### src/rtl/sr_flop_bank.sv
// rtl/sr_flop_bank.sv - parametrised synchronous set/reset flop bank with illegal-input tracking
//
// Purpose: WIDTH independent S/R bits updated on the rising clk edge while en
// is high. The S=R=1 response is chosen by MODE. Per channel, the bank also
// reports a one-cycle change pulse and a sticky illegal-input flag. A shared
// saturating counter accumulates illegal channel-events.
//
// Ports:
//   clk      in   clock, all state updates on rising edge
//   rst_n    in   synchronous active-low reset
//   en       in   gate, S/R sampled only when high
//   S, R     in   [WIDTH] per-channel set / reset requests
//   clr_err  in   synchronous clear of err and err_cnt
//   q        out  [WIDTH] registered channel state
//   q_n      out  [WIDTH] combinational complement of q
//   changed  out  [WIDTH] one-cycle pulse when the channel changed on this edge
//   err      out  [WIDTH] sticky S=R=1-while-enabled flag
//   err_cnt  out  [ERR_CNT_W] saturating illegal-event count
module sr_flop_bank #(
  parameter int unsigned             WIDTH     = 4,
  parameter int unsigned             MODE      = 0,
  parameter logic [WIDTH-1:0]        INIT      = '0,
  parameter int unsigned             ERR_CNT_W = 8
) (
  input  logic                 clk,
  input  logic                 rst_n,
  input  logic                 en,
  input  logic [WIDTH-1:0]     S,
  input  logic [WIDTH-1:0]     R,
  input  logic                 clr_err,
  output logic [WIDTH-1:0]     q,
  output logic [WIDTH-1:0]     q_n,
  output logic [WIDTH-1:0]     changed,
  output logic [WIDTH-1:0]     err,
  output logic [ERR_CNT_W-1:0] err_cnt
);

  // Sum is wide enough for max count plus up to 32 events without overflow.
  localparam int unsigned SUM_W = ERR_CNT_W + 7;
  localparam logic [SUM_W-1:0] CNT_MAX = {{7{1'b0}}, {ERR_CNT_W{1'b1}}};

  logic [WIDTH-1:0]     q_q, q_d;
  logic [WIDTH-1:0]     changed_q, changed_d;
  logic [WIDTH-1:0]     err_q, err_d;
  logic [ERR_CNT_W-1:0] cnt_q, cnt_d;
  logic [WIDTH-1:0]     ill;
  logic [6:0]           ill_pop;
  logic [SUM_W-1:0]     cnt_sum;

  assign ill = en ? (S & R) : '0;

  always_comb begin
    ill_pop = '0;
    for (int i = 0; i < WIDTH; i++) begin
      ill_pop = ill_pop + {6'd0, ill[i]};
    end
  end

  always_comb begin
    q_d = q_q;
    if (en) begin
      for (int i = 0; i < WIDTH; i++) begin
        case ({S[i], R[i]})
          2'b10:   q_d[i] = 1'b1;
          2'b01:   q_d[i] = 1'b0;
          2'b11: begin
            case (MODE)
              1:       q_d[i] = 1'b1;
              2:       q_d[i] = 1'b0;
              3:       q_d[i] = ~q_q[i];
              default: q_d[i] = q_q[i];
            endcase
          end
          default: q_d[i] = q_q[i];
        endcase
      end
    end
  end

  assign changed_d = q_d ^ q_q;

  // A clear on the same edge as new events yields just this edge's events.
  always_comb begin
    err_d   = (clr_err ? '0 : err_q) | ill;
    cnt_sum = (clr_err ? '0 : {{7{1'b0}}, cnt_q}) + {{(SUM_W-7){1'b0}}, ill_pop};
    cnt_d   = (cnt_sum > CNT_MAX) ? CNT_MAX[ERR_CNT_W-1:0] : cnt_sum[ERR_CNT_W-1:0];
  end

  always_ff @(posedge clk) begin
    if (!rst_n) begin
      q_q       <= INIT;
      changed_q <= '0;
      err_q     <= '0;
      cnt_q     <= '0;
    end else begin
      q_q       <= q_d;
      changed_q <= changed_d;
      err_q     <= err_d;
      cnt_q     <= cnt_d;
    end
  end

  assign q       = q_q;
  assign q_n     = ~q_q;
  assign changed = changed_q;
  assign err     = err_q;
  assign err_cnt = cnt_q;

endmodule

### config.mk
export PLATFORM = sky130hd
export DESIGN_NAME = sr_flop_bank
export DESIGN_NICKNAME = d
export VERILOG_FILES = /design/src/rtl/sr_flop_bank.sv
export SDC_FILE = /design/constraint.sdc
export NUM_CORES = 1
export LEC_CHECK = 0
export CORE_UTILIZATION = 30
export DETAILED_ROUTE_END_ITERATION = 8
export PLACE_DENSITY = 0.63
export SLEW_MARGIN = 30
export SYNTH_ARGS = -nofsm -noshare
export SYNTH_HDL_FRONTEND = slang
export SYNTH_SLANG_ARGS = --single-unit
### constraint.sdc
create_clock -name clk -period 2.8 [get_ports clk]
set_input_delay 0.28 -clock clk [delete_from_list [all_inputs] [get_ports clk]]
set_output_delay 0.28 -clock clk [all_outputs]
set_load 0.03 [all_outputs]
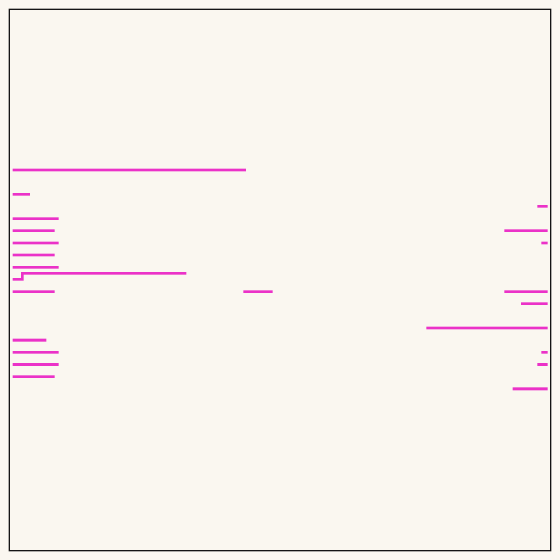
**Above:** M3 wires.
- nets with wire on the layer: 22
- main direction: horizontal
- longest straight run: 25.8 µm
- wire length on this layer: 127 µm

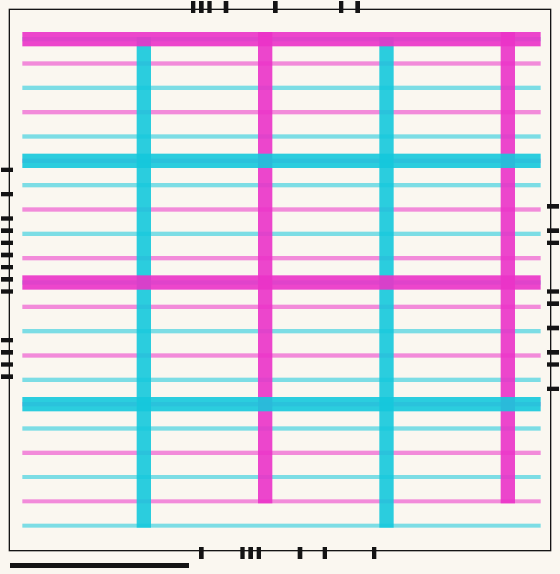
**Above:** supply network.
Scale bar: 20 µm. Pins as bars on the die edge.
- cyan: VSS
- magenta: VDD
- met4 straps: 4
- rows: 20

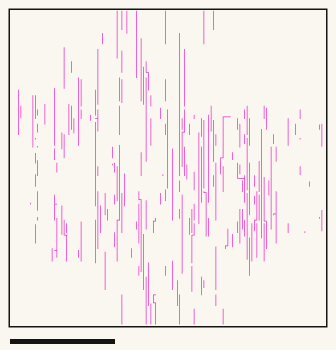
**Above:** signal wires on met2.
Scale bar: 20 µm.
- wire length on this layer: 1020 µm
- nets with wire on the layer: 151
- longest straight run: 27.2 µm
vias: 885
Post-Route WL: 2210 µm
met2 Usage GRT: 20.4%

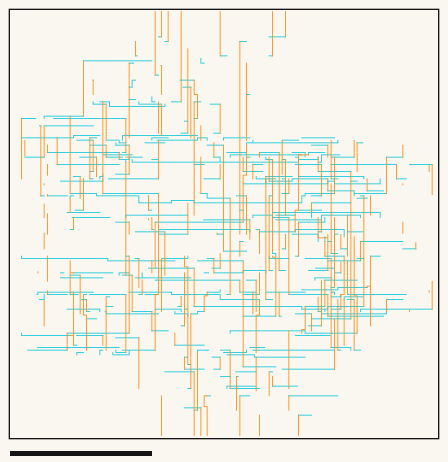
**Above:** metal layers overlaid.
Scale bar: 20 µm. Only two layers are drawn.
- orange: metal 2 (wire length 1020 µm)
- cyan: metal 1 (wire length 1060 µm)
GRT Overall Usage: 13.1%
WL per Instance: 11.0 µm

==> flow_metrics.py <==
# Metrics from the implementation run
metrics = {
    "clocking": {
        "cts-root-buf": "clkbuf_4",
        "cts_buffer_depth": 2,
        "cts_buffers": 3,
    },
    "run_status": {
        "outcome": "complete, no violations",
    },
    "cells_and_area": {
        "nClkBuffers": 4,
        "final_cells": 201,
        "comb_cells": 77,
        "final_cell_mix": "clkdlybuf4s50_1 (34), dfxtp_1 (20)",
        "comb_share_pct": 38.1,
        "comb_area_um2": 589,
    },
    "placement": {
        "hpwl_um": 1690,
        "place_ws_ns": -0.313,
    },
    "drt": {
        "first_iter_violations": 37,
        "dr_wl_met3_um": 126,
    },
    "yosys": {
        "topCombFamilyByArea": "simple AND/OR/NAND/NOR gates",
        "synth.area.top_cells": "dfxtp_1 (39%), ha_1 (11%), xnor2_1 (6.9%)",
        "syn_avg_cell_area_um2": 9.29,
        "synthCells": 110,
    },
    "timing": {
        "maxSlewViolCount": 0,
        "max_slew_margin_pct": 62.6,
    },
    "floorplan": {
        "die_y_um": 60.4,
        "chipArea_um2": 3650,
        "core-area_um2": 3150,
    },
    "min_path": {
        "min_to": "err[2]",
        "min_path_cells": 2,
    },
    "power_and_ir_drop": {
        "power_frac_seq_pct": 51.0,
        "clkPwrFrac_pct": 28.8,
    },
    "flow_run": {
        "tool_warnings": 30,
    },
    "grt": {
        "grt_max_degree": 20,
        "met3_usage_pct": 3.84,
        "grt_pass1_wl_um": 3560,
    },
    "critical_path": {
        "critical_path_arrival_ns": 2.91,
    },
}
